<file path="src/rtl/demux1to4_stream_pkg.sv">
// Shared lane constants and the select decode for the 1:4 stream demux.
// Optional broadcast support is enabled with DEMUX1TO4_BCAST_EN.
package demux1to4_stream_pkg;

  localparam int unsigned NUM_LANES = 4;
  localparam int unsigned SEL_W     = 2;

  localparam logic [SEL_W-1:0] SEL_LANE0 = 2'b00;
  localparam logic [SEL_W-1:0] SEL_LANE1 = 2'b01;
  localparam logic [SEL_W-1:0] SEL_LANE2 = 2'b10;
  localparam logic [SEL_W-1:0] SEL_LANE3 = 2'b11;

  // One-hot destination lane for a select code.
  function automatic logic [NUM_LANES-1:0] lane_decode(input logic [SEL_W-1:0] sel);
    logic [NUM_LANES-1:0] oh;
    oh = '0;
    case (sel)
      SEL_LANE0: oh = 4'b0001;
      SEL_LANE1: oh = 4'b0010;
      SEL_LANE2: oh = 4'b0100;
      SEL_LANE3: oh = 4'b1000;
      default:   oh = '0;
    endcase
    return oh;
  endfunction

endpackage

</file>
<file path="src/rtl/demux1to4_stream_if.sv">
// Producer/consumer bundle of the 1:4 stream demux.
// bcast_in exists only when DEMUX1TO4_BCAST_EN is defined.
interface demux1to4_stream_if #(parameter int unsigned size = 8);

  logic [size-1:0] data_in;
  logic [1:0]      select_in;
  logic            valid_in;
  logic            ready_out;
  logic [size-1:0] data_out0;
  logic [size-1:0] data_out1;
  logic [size-1:0] data_out2;
  logic [size-1:0] data_out3;
  logic [3:0]      valid_out;
  logic [3:0]      ready_in;
`ifdef DEMUX1TO4_BCAST_EN
  logic            bcast_in;
`endif

  modport master (
    output data_in, select_in, valid_in, ready_in,
`ifdef DEMUX1TO4_BCAST_EN
    output bcast_in,
`endif
    input  ready_out, data_out0, data_out1, data_out2, data_out3, valid_out
  );

  modport slave (
    input  data_in, select_in, valid_in, ready_in,
`ifdef DEMUX1TO4_BCAST_EN
    input  bcast_in,
`endif
    output ready_out, data_out0, data_out1, data_out2, data_out3, valid_out
  );

endinterface

</file>
<file path="src/rtl/demux1to4_stream_slot.sv">
// One-entry holding register for one demux lane (valid/ready on the read side).
module demux_slot #(
  parameter int unsigned size = 8
) (
  input  logic            clk,
  input  logic            reset,
  input  logic            wr_en,
  input  logic [size-1:0] wr_data,
  input  logic            rd_ready,
  output logic [size-1:0] data_q,
  output logic            full_q
);

  logic [size-1:0] data_d;
  logic            full_d;

  // A write wins over a drain so drain+refill in one cycle keeps the slot full.
  always_comb begin
    data_d = data_q;
    full_d = full_q;
    if (wr_en) begin
      data_d = wr_data;
      full_d = 1'b1;
    end else if (full_q && rd_ready) begin
      full_d = 1'b0;
    end
  end

  always_ff @(posedge clk or posedge reset) begin
    if (reset) begin
      data_q <= '0;
      full_q <= 1'b0;
    end else begin
      data_q <= data_d;
      full_q <= full_d;
    end
  end

endmodule

</file>
<file path="src/rtl/demux1to4_stream.sv">
// Steers one producer stream into four independently stalled consumer lanes.
// Define DEMUX1TO4_BCAST_EN to add bcast_in (write all four lanes at once).
module demux1to4_stream
  import demux1to4_stream_pkg::*;
#(
  parameter int unsigned size = 8
) (
  input logic                clk,
  input logic                reset,
  demux1to4_stream_if.slave  bus
);

  logic [NUM_LANES-1:0] full_q;
  logic [NUM_LANES-1:0] lane_free_c;
  logic [NUM_LANES-1:0] wr_en_c;
  logic                 ready_c;
  logic                 accept_c;
  logic [size-1:0]      lane_data_q [NUM_LANES];

  // A lane can take a word if it is empty or being drained this cycle.
  always_comb begin
    lane_free_c = ~full_q | bus.ready_in;
    ready_c     = lane_free_c[bus.select_in];
    wr_en_c     = lane_decode(bus.select_in);
`ifdef DEMUX1TO4_BCAST_EN
    if (bus.bcast_in) begin
      ready_c = &lane_free_c;
      wr_en_c = '1;
    end
`endif
    accept_c = bus.valid_in & ready_c;
    wr_en_c  = wr_en_c & {NUM_LANES{accept_c}};
  end

  for (genvar k = 0; k < NUM_LANES; k++) begin : g_slot
    demux_slot #(.size(size)) u_slot (
      .clk      (clk),
      .reset    (reset),
      .wr_en    (wr_en_c[k]),
      .wr_data  (bus.data_in),
      .rd_ready (bus.ready_in[k]),
      .data_q   (lane_data_q[k]),
      .full_q   (full_q[k])
    );
  end

  assign bus.ready_out = ready_c;
  assign bus.valid_out = full_q;
  assign bus.data_out0 = lane_data_q[0];
  assign bus.data_out1 = lane_data_q[1];
  assign bus.data_out2 = lane_data_q[2];
  assign bus.data_out3 = lane_data_q[3];

endmodule
</file>
<file path="src/flat_wrapper.sv">
// flat-port wrapper written by rule: the top's interface ports become plain ports
module demux1to4_stream_flat import demux1to4_stream_pkg::*;
#(
  parameter int unsigned size = 8
)
  (clk, reset, bus_data_in, bus_select_in, bus_valid_in, bus_ready_in, bus_ready_out, bus_data_out0, bus_data_out1, bus_data_out2, bus_data_out3, bus_valid_out);
  demux1to4_stream_if #(.size(size)) bus_i ();
  input logic clk;
  input logic reset;
  input wire logic [$bits(bus_i.data_in)-1:0] bus_data_in;
  input wire logic [$bits(bus_i.select_in)-1:0] bus_select_in;
  input wire logic [$bits(bus_i.valid_in)-1:0] bus_valid_in;
  input wire logic [$bits(bus_i.ready_in)-1:0] bus_ready_in;
  output wire logic [$bits(bus_i.ready_out)-1:0] bus_ready_out;
  output wire logic [$bits(bus_i.data_out0)-1:0] bus_data_out0;
  output wire logic [$bits(bus_i.data_out1)-1:0] bus_data_out1;
  output wire logic [$bits(bus_i.data_out2)-1:0] bus_data_out2;
  output wire logic [$bits(bus_i.data_out3)-1:0] bus_data_out3;
  output wire logic [$bits(bus_i.valid_out)-1:0] bus_valid_out;
  assign bus_i.data_in = bus_data_in;
  assign bus_i.select_in = bus_select_in;
  assign bus_i.valid_in = bus_valid_in;
  assign bus_i.ready_in = bus_ready_in;
  assign bus_ready_out = bus_i.ready_out;
  assign bus_data_out0 = bus_i.data_out0;
  assign bus_data_out1 = bus_i.data_out1;
  assign bus_data_out2 = bus_i.data_out2;
  assign bus_data_out3 = bus_i.data_out3;
  assign bus_valid_out = bus_i.valid_out;
  demux1to4_stream #(.size(size)) u_core (.clk(clk), .reset(reset), .bus(bus_i));
endmodule
</file>
<file path="config.mk">
export PLATFORM = sky130hd
export DESIGN_NAME = demux1to4_stream_flat
export DESIGN_NICKNAME = d
export VERILOG_FILES = /design/src/rtl/demux1to4_stream_pkg.sv /design/src/rtl/demux1to4_stream_if.sv /design/src/rtl/demux1to4_stream_slot.sv /design/src/rtl/demux1to4_stream.sv /design/src/flat_wrapper.sv
export SDC_FILE = /design/constraint.sdc
export NUM_CORES = 1
export LEC_CHECK = 0
export ABC_CLOCK_PERIOD_IN_PS = 1400
export CORE_AREA = 2 2 61 63
export DETAILED_ROUTE_END_ITERATION = 10
export DIE_AREA = 0 0 63 65
export GPL_TIMING_DRIVEN = 0
export HOLD_SLACK_MARGIN = 0.15
export PLACE_DENSITY = 0.76
export SLEW_MARGIN = 20
export SYNTH_ARGS = -nofsm -noshare
export SYNTH_HDL_FRONTEND = slang
export SYNTH_SLANG_ARGS = --single-unit
</file>
<file path="constraint.sdc">
create_clock -name clk -period 1.4 [get_ports clk]
set_input_delay 0.21 -clock clk [delete_from_list [all_inputs] [get_ports clk]]
set_output_delay 0.21 -clock clk [all_outputs]
set_load 0.005 [all_outputs]
</file>
clk_routes.png
(10 px per um)
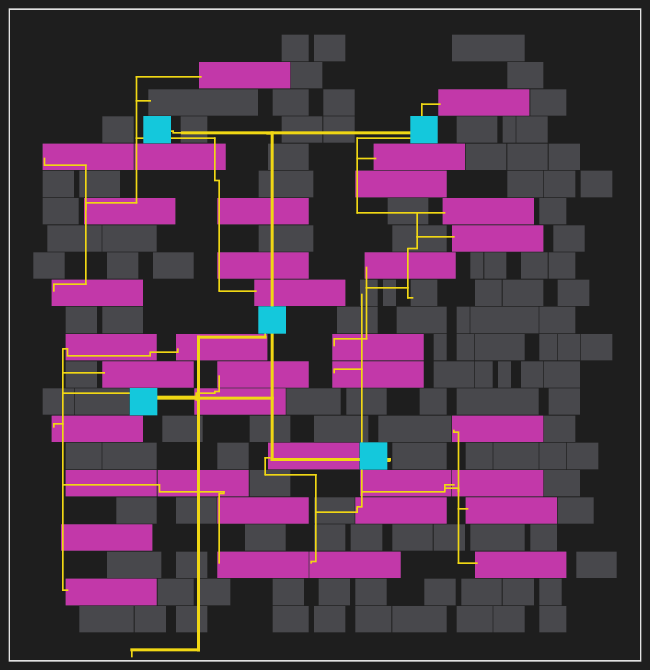
[clock wires] yellow | length: 426 um
[flip-flops] magenta | count: 36
[clock drivers] cyan | count: 5
flops lie	widely spread
latest clock arrival within the worst-skew pair: 0.34 ns
clock network fraction of total power: 0.259
power drawn by the clock network: 0.730 mW
final setup skew: 0.00733 ns

placement_by_type.png
(6 px per um) Fill, decap, tap and diode cells in gray.
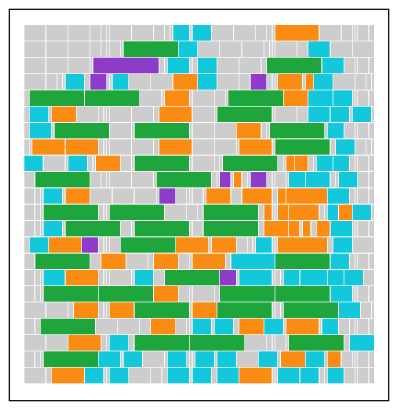
class	color	cells	share of their area
flops	green	36	41%
other buffers and delay cells	cyan	68	29%
clock drivers and dummy loads	purple	8	3.7%
combinational and other logic	orange	50	26%
register share of the cell area: 0.404
core region area: 0.00350 mm2
Finished Core Util: 0.639
number of rows in the core area: 22
post-layout instance area: 0.00223 mm2

cell_density.png
(4 px per um) The die is cut into 6 by 6 equal tiles; black is low, pale yellow is high, 0 to 100% covered.
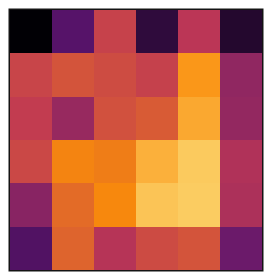
nearly empty tiles	2.8%
mean over tiles	53%
fullest tile	89%
tiles over 75% full	17%
emptiest ninth of the die	top left

clocks.png
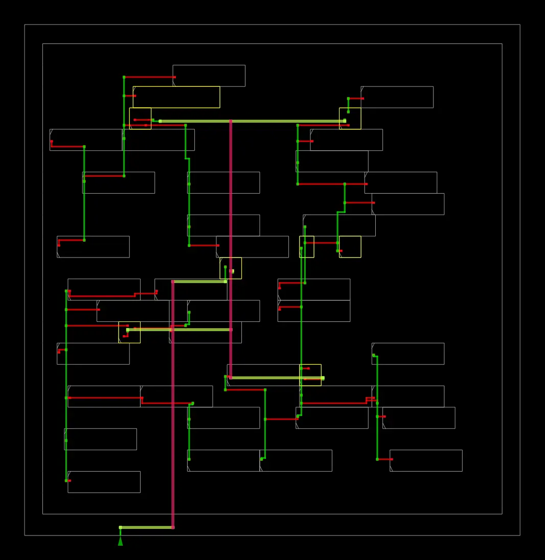
tally of clock buffers in the finished layout: 5
flip-flop and latch count: 36

==> notes.md <==
Status of the implementation.

- The total inserted antenna cells is 0, for reference.
- The H-tree was split into 2 levels.
- By area the synthesized netlist is led by sky130_fd_sc_hd__dfrtp_1 63%, sky130_fd_sc_hd__mux2_2 25%, sky130_fd_sc_hd__buf_4 2.1%, sky130_fd_sc_hd__nand2b_1 1.7%, sky130_fd_sc_hd__mux4_2 1.6%.
- The checks that failed: setup timing.
- The run finished, with violations left.
- Data on the critical path is required at its endpoint by 1.19 ns.
- The via count is ~1000, for reference.
- Measured along the y axis, the die boundary spans 65 um.
- The cell group occupying the most layout area is registers, for reference.
- The most common cell in the synthesized netlist is sky130_fd_sc_hd__dfrtp_1, for reference.
- Dividing the detail-routed via count by the number of cells gives ~4.8.
- Yosys stat counts roughly 90 cells in the synthesized netlist.
- Wires add up to 3.38 mm.
- The number of optimization iterations in the first detailed-route pass is 4, for reference.
- The clock period minus final worst setup slack is ~1.6 ns, for reference.
- The power density relative to cell area is approximately 1300 mW/mm2, for reference.
- Clock tree synthesis inserted a total of 5 buffers.
- The final report lists the setup-violating endpoint count as 1.
- Setup repair after global routing could not meet its margin everywhere.
- The largest vdd supply drop is approximately 0.86 mV, for reference.
- TritonCTS built the clock tree.
- The largest delay contributor family on the critical path is multiplexers, for reference.
- Synthesis inferred 36 register bits.
- According to the hold report, the worst path is of the in -> async type.
- The final setup slack of the worst path is -0.205 ns, for reference.
- The share of cells above drive strength 1 is 0.395, for reference.
==> sequential cells by signal (all words and copies together), names as in the netlist <==
register	cells
u_core.g_slot.u_slot.data_q	32
u_core.g_slot.u_slot.full_q	4
==> per-stage QoR <==
| step | hold slack [ns] | util | setup slack [ns] |
|---|---|---|---|
| 2_1_floorplan | 0.320 | - | 0.129 |
| 3_3_place_gp | 0.490 | 0.578 | -0.528 |
| 3_5_place_dp | 0.496 | 0.578 | -0.545 |
| 4_1_cts | 0.327 | 0.609 | -0.222 |
| 5_1_grt | 0.328 | 0.639 | -0.277 |
| 6_report | 0.314 | 0.639 | -0.205 |
==> routing by layer <==
metal  GRT usage  part of all wire  vias to the layer above
met5           0                 0                        -
met4      0.0833             0.021                        0
met3      0.0625             0.066                        8
met2       0.327              0.52                       40
met1       0.191              0.39                      502
li1            -                 -                      451
==> path summary, 6_finish.rpt <==
kind / cells past startpoint / to / startpoint / slack (ns)
worst max-delay path: 3 / bus_ready_out / u_core.g_slot[3].u_slot.full_q / -0.21
worst min-delay path: 2 / u_core.g_slot[0].u_slot.data_q[5] / reset / 0.31
worst max register to register: 5 / u_core.g_slot[2].u_slot.data_q[4] / u_core.g_slot[2].u_slot.full_q / 0.01
worst min register to register: 1 / u_core.g_slot[1].u_slot.data_q[5] / u_core.g_slot[1].u_slot.data_q[5] / 0.52
max in group asynchronous: 2 / u_core.g_slot[2].u_slot.data_q[0] / reset / 0.63
min in group clk: 4 / u_core.g_slot[2].u_slot.full_q / bus_select_in[0] / 0.32
==> power breakdown <==
group	internal, mW	leakage, nW	total (mW)	switching, mW
sequential	1.24	0.431	1.35	0.106
clock	0.372	0.0412	0.730	0.358
combinational	0.496	0.604	0.736	0.240
==> timing repair <==
item | CTS | global route
pin swaps | 1 | 0
buffers inserted | 9 | 1
hold buffers | 0 | 0
gates resized | 44 | 30
endpoints found under the setup margin | 63 | 30
==> layout by cell type, fill, tap and decap left out <==
master,instances
sky130_fd_sc_hd__dlygate4sd2_1,36
sky130_fd_sc_hd__dfrtp_1,36
sky130_fd_sc_hd__mux2_2,19
sky130_fd_sc_hd__clkdlybuf4s50_1,14
sky130_fd_sc_hd__mux2_4,13
sky130_fd_sc_hd__buf_4,11
sky130_fd_sc_hd__nand2_1,5
sky130_fd_sc_hd__clkbuf_4,5
sky130_fd_sc_hd__nand2b_1,4
sky130_fd_sc_hd__buf_6,3
sky130_fd_sc_hd__nor2b_4,2
sky130_fd_sc_hd__nand3_1,1
sky130_fd_sc_hd__buf_8,1
sky130_fd_sc_hd__nand3b_4,1
sky130_fd_sc_hd__nor3b_4,1
sky130_fd_sc_hd__mux4_2,1
sky130_fd_sc_hd__inv_2,1
sky130_fd_sc_hd__and3_4,1
sky130_fd_sc_hd__buf_12,1
sky130_fd_sc_hd__o21ai_0,1
sky130_fd_sc_hd__clkinv_2,1
sky130_fd_sc_hd__bufinv_16,1
sky130_fd_sc_hd__clkinvlp_4,1
sky130_fd_sc_hd__dlymetal6s2s_1,1
sky130_fd_sc_hd__buf_2,1
==> cell families after synthesis <==
family | synth area share
compound gates | 0.00350
buf+inv | 0.0306
flops | 0.630
mux | 0.268
simple gates | 0.0682
Power and IR drop assume default switching activity.
